**src/rtl/unidad_acceso_memoria.sv**
```systemverilog
// Load/store unit: turns byte-addressed lb/lbu/lh/lhu/lw/sb/sh/sw into word accesses on memoria_datos.
// Sub-word stores use read-modify-write; misaligned requests finish in one cycle without touching memory.
module unidad_acceso_memoria (
    input  logic        clk,
    input  logic        reset,
    input  logic        valido,
    output logic        listo,
    input  logic        es_escritura,
    input  logic [1:0]  tamano,
    input  logic        sin_signo,
    input  logic [31:0] direccion_byte,
    input  logic [31:0] dato_in,
    output logic        hecho,
    output logic        error_alineacion,
    output logic [31:0] dato_cargado,
    output logic        mem_leer,
    output logic        mem_escribir,
    output logic [31:0] direccion,
    output logic [31:0] dato_escribir,
    input  logic [31:0] dato_leer
);

    typedef enum logic [1:0] {IDLE, LEER, ESCRIBIR, FIN} estado_t;

    localparam logic [1:0] T_BYTE = 2'b00;
    localparam logic [1:0] T_HALF = 2'b01;
    localparam logic [1:0] T_WORD = 2'b10;

    estado_t     estado_q, estado_d;
    logic        escr_q, escr_d;
    logic [1:0]  tam_q, tam_d;
    logic        sin_q, sin_d;
    logic [31:0] dir_q, dir_d;
    logic [31:0] dato_q, dato_d;
    logic        err_q, err_d;
    logic [31:0] palabra_q, palabra_d;

    logic        misalineado;
    logic [1:0]  off;
    logic [7:0]  byte_sel;
    logic [15:0] half_sel;
    logic [31:0] mezcla;
    logic [31:0] carga;

    always_ff @(posedge clk or posedge reset) begin
        if (reset) begin
            estado_q  <= IDLE;
            escr_q    <= 1'b0;
            tam_q     <= 2'b00;
            sin_q     <= 1'b0;
            dir_q     <= 32'h0;
            dato_q    <= 32'h0;
            err_q     <= 1'b0;
            palabra_q <= 32'h0;
        end else begin
            estado_q  <= estado_d;
            escr_q    <= escr_d;
            tam_q     <= tam_d;
            sin_q     <= sin_d;
            dir_q     <= dir_d;
            dato_q    <= dato_d;
            err_q     <= err_d;
            palabra_q <= palabra_d;
        end
    end

    always_comb begin
        misalineado = (tamano == 2'b11)
                   || (tamano == T_HALF && direccion_byte[0])
                   || (tamano == T_WORD && direccion_byte[1:0] != 2'b00);

        // Lane selection works on the captured request and the registered word.
        off      = dir_q[1:0];
        byte_sel = palabra_q[{off, 3'b000} +: 8];
        half_sel = palabra_q[{off[1], 4'b0000} +: 16];

        mezcla = palabra_q;
        if (tam_q == T_BYTE)
            mezcla[{off, 3'b000} +: 8] = dato_q[7:0];
        else if (tam_q == T_HALF)
            mezcla[{off[1], 4'b0000} +: 16] = dato_q[15:0];

        case (tam_q)
            T_BYTE:  carga = sin_q ? {24'h0, byte_sel} : {{24{byte_sel[7]}}, byte_sel};
            T_HALF:  carga = sin_q ? {16'h0, half_sel} : {{16{half_sel[15]}}, half_sel};
            default: carga = palabra_q;
        endcase
    end

    always_comb begin
        estado_d         = estado_q;
        escr_d           = escr_q;
        tam_d            = tam_q;
        sin_d            = sin_q;
        dir_d            = dir_q;
        dato_d           = dato_q;
        err_d            = err_q;
        palabra_d        = palabra_q;
        listo            = 1'b0;
        hecho            = 1'b0;
        error_alineacion = 1'b0;
        dato_cargado     = 32'h0;
        mem_leer         = 1'b0;
        mem_escribir     = 1'b0;
        direccion        = 32'h0;
        dato_escribir    = 32'h0;

        case (estado_q)
            IDLE: begin
                listo = 1'b1;
                if (valido) begin
                    escr_d = es_escritura;
                    tam_d  = tamano;
                    sin_d  = sin_signo;
                    dir_d  = direccion_byte;
                    dato_d = dato_in;
                    err_d  = misalineado;
                    if (misalineado)
                        estado_d = FIN;
                    else if (es_escritura && tamano == T_WORD)
                        estado_d = ESCRIBIR;
                    else
                        estado_d = LEER;
                end
            end
            LEER: begin
                mem_leer  = 1'b1;
                direccion = {2'b00, dir_q[31:2]};
                palabra_d = dato_leer;
                estado_d  = escr_q ? ESCRIBIR : FIN;
            end
            ESCRIBIR: begin
                mem_escribir  = 1'b1;
                direccion     = {2'b00, dir_q[31:2]};
                dato_escribir = (tam_q == T_WORD) ? dato_q : mezcla;
                estado_d      = FIN;
            end
            FIN: begin
                hecho            = 1'b1;
                error_alineacion = err_q;
                dato_cargado     = (escr_q || err_q) ? 32'h0 : carga;
                estado_d         = IDLE;
            end
            default: estado_d = IDLE;
        endcase
    end

endmodule

```
**config.mk**
```make
export PLATFORM = sky130hd
export DESIGN_NAME = unidad_acceso_memoria
export DESIGN_NICKNAME = d
export VERILOG_FILES = /design/src/rtl/unidad_acceso_memoria.sv
export SDC_FILE = /design/constraint.sdc
export NUM_CORES = 1
export LEC_CHECK = 0
export CAP_MARGIN = 5
export CORE_ASPECT_RATIO = 2
export CORE_MARGIN = 2
export CORE_UTILIZATION = 46
export DETAILED_ROUTE_END_ITERATION = 10
export HOLD_SLACK_MARGIN = 0.1
export PLACE_DENSITY = 0.79
export SLEW_MARGIN = 20
export SYNTH_ARGS = -nofsm -noshare
export SYNTH_HDL_FRONTEND = slang
export SYNTH_SLANG_ARGS = --single-unit
```
**constraint.sdc**
```tcl
create_clock -name clk -period 4.4 [get_ports clk]
set_input_delay 0.88 -clock clk [delete_from_list [all_inputs] [get_ports clk]]
set_output_delay 0.88 -clock clk [all_outputs]
set_load 0.01 [all_outputs]
```
==> impl_metrics.ini <==
; yosys + openroad results
[status]
status = finished, final reports clean

[timing]
finalSetupTns_ns = 0
slew_viol_final = 0
tightest_slew_ns = 0.819
fmax_mhz = 251

[setup_path]
crit_path_start_kind = flop
cp_top_family = buffers and inverters
worstPathRequired_ns = 3.52
crit_arrival_ns = 3.10
r2r_cells = 6
critPathMaxFanout = 10
cp_num_buf_inv = 2

[global_routing]
grt_max_degree = 85

[drt]
first_iter_violations = 528
vias_per_cell = 6.08

[yosys]
synth.top_cell.area_share_pct = 43.0
synthCells = 564
synth_cell_types = 44
synth-main-ff-cell = dfrtp_1

[floorplan]
dieWidth_um = 84.7

[clocking]
clockBufferDepth = 2

[layout]
drive_above_1_share_pct = 19.3
final_nets = 855

[power]
p_leak_nw = 3.47
[cell families after synthesis]
family / Yosys count / share of synthesized area, %
other cells: 1 / 0.0625
mux: 115 / 21.3
flops: 103 / 43.0
simple gates: 119 / 10.9
buf+inv: 57 / 4.13
fa+ha+maj: 9 / 1.88
compound gates: 160 / 18.8
[cells in the mapped netlist (3+ instances only)]
library cell and count:
dfrtp_1 103, inv_1 12, a311oi_1 14, a221oi_1 30, and2_1 33, o22ai_1 3, mux2i_1 15, nand3_1 5
nand2_1 46, ha_1 9, buf_1 6, nor2b_1 7, o21ai_0 33, a211oi_1 6, a2bb2oi_1 7, buf_2 12
a31o_2 5, a21oi_1 31, buf_4 5, a21o_1 19, clkbuf_1 20, a22o_1 7, mux2_2 100, nor2_1 10
[through the flow]
stage / instances / area, sq um / worst slack (ns) / power [mW]
after floorplan: 565 / 6000 / 0.816 / 4.17
after global placement: 884 / 8090 / 0.785 / 5.68
after detailed placement: 884 / 8090 / 0.664 / 5.77
after CTS: 899 / 8390 / 0.278 / 6.60
after global routing: 899 / 8390 / 0.145 / 7.03
final: 899 / 8390 / 0.420 / 6.62
[layout by cell type (no fill, tap or decap), types with 8 or more instances in the layout]
master / instances
buf_4: 8
nand2_1: 45
mux2_2: 100
and2_1: 33
clkdlybuf4s50_1: 201
ha_1: 9
a21o_1: 19
o21ai_0: 33
a311oi_1: 14
inv_1: 11
mux2i_1: 15
a221oi_1: 30
dfrtp_1: 102
nor2_1: 10
clkbuf_16: 9
a21oi_1: 31
[repair_timing]
| item | in CTS | in global routing |
|---|---|---|
| setup endpoints to repair | 0 | 1 |
| gates resized | 0 | 1 |
| endpoints found under the hold margin | 0 | 0 |
| hold buffers | 0 | 0 |
[power by group]
part | switching [mW] | leakage, nW | internal (mW)
combinational | 1.72 | 2.11 | 1.99
clock | 0.353 | 0.145 | 0.454
sequential | 0.658 | 1.22 | 1.44
[metal layers]
layer  track usage [%]  routed length (um)  vias to the layer above  share of wire [%]
li1                  -                   -                     2439                  -
met1              34.7                7370                     2671                 40
met2              43.5                9120                      322                 49
met3              5.67                1580                       38                8.5
met4              8.73                 460                        0                2.5
met5                 0                   0                        -                  0
[worst paths after layout]
check                            start                 to  slack (ns)
max                           dir_q[0]  dato_escribir[26]        0.42
min                           dir_q[2]           dir_q[2]        0.50
max reg2reg                estado_q[1]        estado_q[0]        2.18
min reg2reg                   dir_q[2]           dir_q[2]        0.50
max in group asynchronous        reset           dir_q[7]        2.59
min in group asynchronous        reset           dir_q[8]        1.02
[registers in the layout (all words and copies together) (netlist names)]
signal     flops
sin_q          1
escr_q         1
dato_q        32
palabra_q     32
err_q          1
estado_q       2
tam_q          2
dir_q         32
[area by class of cell]
type / count / area share, %
multi-input cells: 405 / 37.9
flip-flops and latches: 103 / 30.7
repair buffers: 210 / 24.9
clock buffers: 10 / 2.85
well taps: 152 / 2.27
inverters: 14 / 0.686
clock inverters: 5 / 0.671
Placement by cell class:
Scale: 4 px per um. Fill, decap, tap and diode cells in gray.
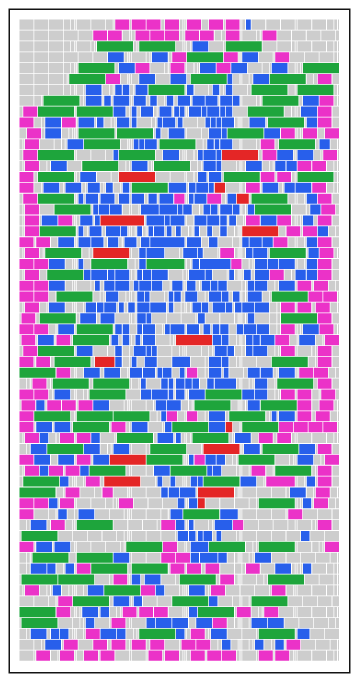
Key: blue = combinational and other logic [cells 419]; green = sequential cells [cells 103]; red = clock drivers and dummy loads [cells 15]; magenta = remaining buffers and delay cells [cells 210]
Core Rows: 59
Seq area share: 30.7%
post-layout util: 65.3%
design area: 0.00839 sq mm
area of the core: 0.0128 sq mm

Where the registers sit:
Scale: 4 px per um. Other sequential cells in the stronger gray, the rest of the logic in the fainter gray.
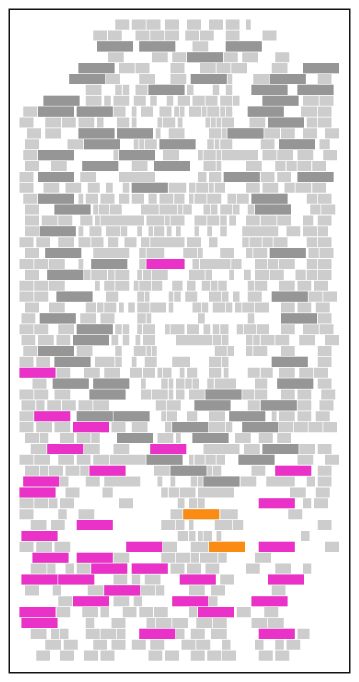
Key: orange = estado_q [placed flops 2]; magenta = dir_q [placed flops 32]
Another 69 sequential cells are not colored.

Congestion heat map:
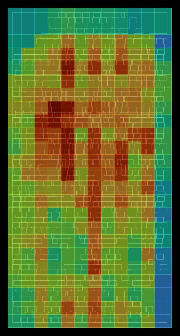
GR Util met1: 34.7%
met2 Use GR: 43.5%
busiest grt layer: met2
drt wl/cell: 20.6 um
Tot GR Track Use: 26.4%

No activity file was given, so power comes from the tool's default toggle rates.
